<file path="config.mk">
export PLATFORM = sky130hd
export DESIGN_NAME = opq_read_sequencer
export DESIGN_NICKNAME = d
export VERILOG_FILES = /design/src/rtl/opq_read_sequencer.sv
export SDC_FILE = /design/constraint.sdc
export NUM_CORES = 1
export LEC_CHECK = 0
export ABC_AREA = 1
export CORE_ASPECT_RATIO = 1.4
export CORE_UTILIZATION = 48
export DETAILED_ROUTE_END_ITERATION = 12
export PLACE_DENSITY = 0.83
export SETUP_SLACK_MARGIN = 0.15
export SLEW_MARGIN = 20
export SYNTH_ARGS = -nofsm -noshare
export SYNTH_HDL_FRONTEND = slang
export SYNTH_SLANG_ARGS = --single-unit
</file>
<file path="constraint.sdc">
create_clock -name clk_i -period 2.7 [get_ports clk_i]
set_input_delay 0.405 -clock clk_i [delete_from_list [all_inputs] [get_ports clk_i]]
set_output_delay 0.405 -clock clk_i [all_outputs]
set_load 0.03 [all_outputs]
</file>
<file path="src/rtl/opq_read_sequencer.sv">
// Round-robin front end for one lane operand queue: accepts an operand-fetch
// request, pushes its conversion command, then streams VRF word reads into the queue.
module opq_read_sequencer #(
  parameter int unsigned NrRequesters = 2,
  parameter int unsigned AddrWidth    = 10,
  parameter int unsigned VlWidth      = 16,
  parameter int unsigned CmdDepth     = 2
) (
  input  logic                              clk_i,
  input  logic                              rst_ni,
  input  logic [NrRequesters-1:0]           req_valid_i,
  output logic [NrRequesters-1:0]           req_ready_o,
  input  logic [NrRequesters*AddrWidth-1:0] req_addr_i,
  input  logic [NrRequesters*VlWidth-1:0]   req_vl_i,
  input  logic [NrRequesters*2-1:0]         req_eew_i,
  input  logic [NrRequesters*4-1:0]         req_conv_i,
  input  logic [NrRequesters-1:0]           req_target_fu_i,
  output logic                              opq_cmd_valid_o,
  output logic [VlWidth-1:0]                opq_cmd_vl_o,
  output logic [1:0]                        opq_cmd_eew_o,
  output logic [3:0]                        opq_cmd_conv_o,
  output logic                              opq_cmd_target_fu_o,
  input  logic                              opq_cmd_pop_i,
  input  logic                              opq_ready_i,
  output logic                              vrf_req_o,
  output logic [AddrWidth-1:0]              vrf_addr_o,
  input  logic                              vrf_gnt_i,
  output logic                              opq_issued_o,
  output logic                              busy_o
);

  localparam int unsigned RrWidth     = (NrRequesters > 1) ? $clog2(NrRequesters) : 1;
  localparam int unsigned CntWidth    = $clog2(CmdDepth + 1);
  localparam int unsigned WordsWidth  = VlWidth + 1;
  localparam int unsigned ScaledWidth = VlWidth + 4;

  typedef enum logic {
    IDLE = 1'b0,
    BUSY = 1'b1
  } state_e;

  state_e                state_q, state_d;
  logic [RrWidth-1:0]    rr_q, rr_d;
  logic [CntWidth-1:0]   cmd_cnt_q, cmd_cnt_d;
  logic [AddrWidth-1:0]  addr_q, addr_d;
  logic [WordsWidth-1:0] words_q, words_d;

  logic                   win_found;
  logic [RrWidth-1:0]     win_idx;
  logic [RrWidth:0]       cand;
  logic [RrWidth:0]       rr_inc;
  logic [AddrWidth-1:0]   win_addr;
  logic [VlWidth-1:0]     win_vl;
  logic [1:0]             win_eew;
  logic [3:0]             win_conv;
  logic                   win_fu;
  logic [ScaledWidth-1:0] scaled;
  logic [WordsWidth-1:0]  win_words;
  logic                   pop_ok;

  // Round-robin search upward from rr_q, wrapping modulo NrRequesters.
  always_comb begin
    win_found = 1'b0;
    win_idx   = '0;
    cand      = '0;
    for (int unsigned i = 0; i < NrRequesters; i++) begin
      cand = {1'b0, rr_q} + (RrWidth+1)'(i);
      if (cand >= (RrWidth+1)'(NrRequesters)) begin
        cand = cand - (RrWidth+1)'(NrRequesters);
      end
      if (!win_found && req_valid_i[RrWidth'(cand)]) begin
        win_found = 1'b1;
        win_idx   = RrWidth'(cand);
      end
    end
  end

  assign win_addr  = req_addr_i[win_idx*AddrWidth +: AddrWidth];
  assign win_vl    = req_vl_i[win_idx*VlWidth +: VlWidth];
  assign win_eew   = req_eew_i[win_idx*2 +: 2];
  assign win_conv  = req_conv_i[win_idx*4 +: 4];
  assign win_fu    = req_target_fu_i[win_idx];
  assign rr_inc    = {1'b0, win_idx} + (RrWidth+1)'(1);
  // Bytes of source data rounded up to 64-bit VRF words.
  assign scaled    = ScaledWidth'(win_vl) << win_eew;
  assign win_words = WordsWidth'((scaled + ScaledWidth'(7)) >> 3);

  // Next-state and outputs.
  always_comb begin
    state_d         = state_q;
    rr_d            = rr_q;
    addr_d          = addr_q;
    words_d         = words_q;
    cmd_cnt_d       = cmd_cnt_q;
    req_ready_o     = '0;
    opq_cmd_valid_o = 1'b0;
    vrf_req_o       = 1'b0;
    pop_ok          = opq_cmd_pop_i && (cmd_cnt_q != '0);

    case (state_q)
      IDLE: begin
        if (win_found && (cmd_cnt_q < CntWidth'(CmdDepth))) begin
          req_ready_o[win_idx] = 1'b1;
          rr_d    = (rr_inc >= (RrWidth+1)'(NrRequesters)) ? '0 : RrWidth'(rr_inc);
          addr_d  = win_addr;
          words_d = win_words;
          if (win_vl != '0) begin
            opq_cmd_valid_o = 1'b1;
            state_d         = BUSY;
          end
        end
      end
      BUSY: begin
        vrf_req_o = opq_ready_i;
        if (opq_ready_i && vrf_gnt_i) begin
          addr_d  = addr_q + AddrWidth'(1);
          words_d = words_q - WordsWidth'(1);
          if (words_q == WordsWidth'(1)) begin
            state_d = IDLE;
          end
        end
      end
      default: state_d = IDLE;
    endcase

    if (opq_cmd_valid_o && !pop_ok) begin
      cmd_cnt_d = cmd_cnt_q + CntWidth'(1);
    end else if (!opq_cmd_valid_o && pop_ok) begin
      cmd_cnt_d = cmd_cnt_q - CntWidth'(1);
    end
  end

  always_ff @(posedge clk_i or negedge rst_ni) begin
    if (!rst_ni) begin
      state_q   <= IDLE;
      rr_q      <= '0;
      cmd_cnt_q <= '0;
      addr_q    <= '0;
      words_q   <= '0;
    end else begin
      state_q   <= state_d;
      rr_q      <= rr_d;
      cmd_cnt_q <= cmd_cnt_d;
      addr_q    <= addr_d;
      words_q   <= words_d;
    end
  end

  assign opq_cmd_vl_o        = opq_cmd_valid_o ? win_vl : '0;
  assign opq_cmd_eew_o       = opq_cmd_valid_o ? win_eew : '0;
  assign opq_cmd_conv_o      = opq_cmd_valid_o ? win_conv : '0;
  assign opq_cmd_target_fu_o = opq_cmd_valid_o & win_fu;
  assign vrf_addr_o          = addr_q;
  assign opq_issued_o        = vrf_req_o & vrf_gnt_i;
  assign busy_o              = (state_q == BUSY);

  // A pop with no outstanding command means the queue and this block disagree.
  pop_underflow: assert property (@(posedge clk_i) disable iff (!rst_ni)
    opq_cmd_pop_i |-> (cmd_cnt_q != '0));

endmodule

</file>
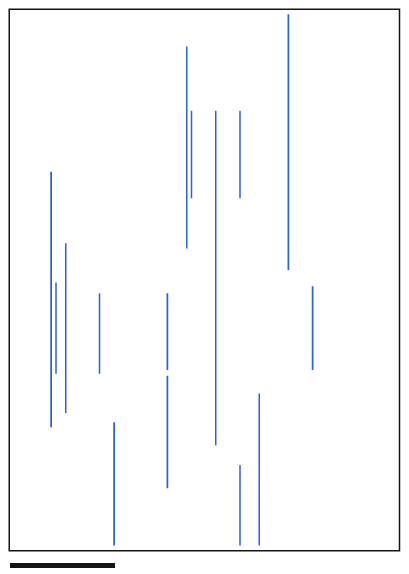
*The metal 4 layer*
The bar under the picture is 20 µm long.
longest straight run: 63.2 µm
wire length on this layer: 412 µm
main direction: vertical
share of all routed wire: 3.7%
DRT Wirelength: 11150 µm
total number of vias: 4522

==> flow_summary_export.csv <==
group,metric,value,unit
cts,htree_levels,2,
floorplan,fp-utilization,0.4971,
grt,antenna_found_initial,0,
critical_path,path_cells,"inv_2 -> nand2_8 -> clkbuf_16 -> nand3_1 -> nand2_1 -> inv_1 -> nand4_1 -> nor4_2 -> nor2_2 -> inv_2 -> buf_12 -> nor2_1 -> buf_4",
placed_design,place_ws,-0.5164,ns
grt,grt_use_total,0.3002,
finish,final_area,0.005380,mm²
cts,cts_setup_buffers,1,
final_timing,skew,0.01080,ns
yosys,ys_cells,601,
grt,grt_remaining_overflow,0,
route,first_pass_iters,6,
critical_path,crit_family,"buffers and inverters",
yosys,topCombFamilyByArea,"simple AND/OR/NAND/NOR gates",
pwr,pg_seq,773,µW
finish,syn2layout_area_growth,55.01,%
floorplan,die_w,73.87,µm
final_timing,hold_viol_final,0,
critical_path,start_kind,"register",
critical_path,r2r-start,"rr_q",
yosys,ys_sh_mux,0,
grt,grt_max_degree,33,
yosys,synth_area,0.003471,mm²
pwr,comb_power_share,0.517,
finish,nets,846,
pwr,power_density,488.7,mW/mm²
cts,cts_tree,"built",
floorplan,io_pins,112,
critical_path,endpoint,"opq_cmd_vl_o[13]",
finish,most-common-layout-cells,"nand2_1, nor2_1, buf_4, clkdlybuf4s50_1, nand3_1",
final_timing,min_period,2.619,ns
yosys,fp_nets,678,
route,drc,0,
worst_hold_path,min_path_type,"input pin to async pin",
critical_path,cp.arrival,2.21,ns
cts,cts-root-buf,"clkbuf_8",
critical_path,ff2ff_path_depth,16,
pwr,peakVddDrop,285.4,µV
final_timing,max_slew_margin,0.6044,
critical_path,r2r-end,"words_q[10]",
route,ant_nets,0,
final_timing,setup_tns,0,ns
finish,diodes,0,
grt,grt_busiest_layer,"met2",
finish,fin_util,0.7706,
floorplan,die_area,0.007580,mm²
yosys,synth_warnings,0,
final_timing,clock.fmax,0.3818,GHz
grt,grt_first_pass_wirelength,17880,µm
pwr,seqPwrFrac,0.294,
pwr,comb-power,1360,µW
final_timing,max_slew.worst_pin.slew,0.5927,ns
pwr,p_int,1533,µW
final_timing,rsz0062_at_grt,"true",
cts,cts_made_buffers,5,
pwr,finalPower,2629,µW
finish,lay_top_count,"nand2_1",
floorplan,rows,36,
floorplan,die.size.y,102.6,µm
yosys,yosys.area_share.simple,0.4841,
yosys,adder_share,0.01442,
placed_design,dp.cells,849,
flow_run,warning_count,30,
finish,fin_cells,865,
outcome,status,"completed",
yosys,synthArstFlopShare,1.000,
critical_path,critPathMaxFanout,17,
pwr,power_switching,1096,µW
final_timing,setup_ws,0.08083,ns
flow_run,drv_cap,0,
critical_path,path_class,"register to primary output",
yosys,yosys_most_used_dff,"dfrtp_1",
placed_design,hpwl,8435,µm
placed_design,io_buffers,111,
pwr,leakagePower,0.002654,µW
floorplan,core,0.006982,mm²
critical_path,crit_cells,13,
pwr,switching_share,0.4169,
cts,ctsHoldBuffers,0,
placed_design,placed_area,0.005070,mm²
route,viasPerCell,5.228,
grt,use_met1,0.2969,
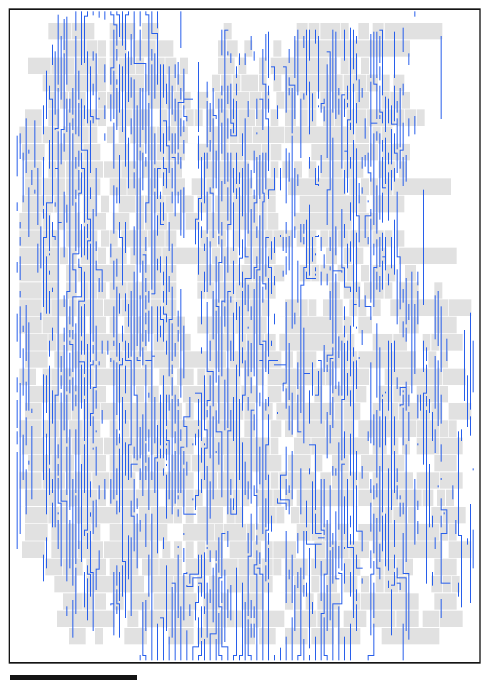
*M2 wires*
The bar under the picture is 20 µm long. Cells faint in the background.
main direction: vertical
share of all routed wire: 56%
longest straight run: 41.5 µm
nets with wire on the layer: 708
wire length on this layer: 6200 µm
met2 GRT Util: 0.5872

-- synthesized netlist by cell type, drive strengths merged (2+ instances only) --
master	n	area share
clkbuf	11	0.012
nand2	180	0.22
a21oi	25	0.037
a31oi	11	0.020
o21ai	40	0.059
nor4	2	0.0036
nor2	109	0.13
inv	69	0.075
nor3	3	0.0043
buf	13	0.034
xnor2	3	0.0076
xor2	8	0.020
nand3	77	0.11
nand4	8	0.014
ha	4	0.014
dfrtp	31	0.22
-- cell type report --
type                       instances  area (µm²)
clock buffer                       6       82.58
inverter                          70       262.8
timing repair buffer             184        1698
clock inverter                     2       35.03
fill                             520        1602
tap                               95       118.9
multi-input combinational        477        2407
sequential                        31       775.7
-- registers in the layout, summed over array words and instances (netlist names) --
register    flops
vrf_addr_o     10
cmd_cnt_q       2
rr_q            1
words_q        17
busy_o          1
Power figures rest on the tool's default switching activity, not on a simulated workload.
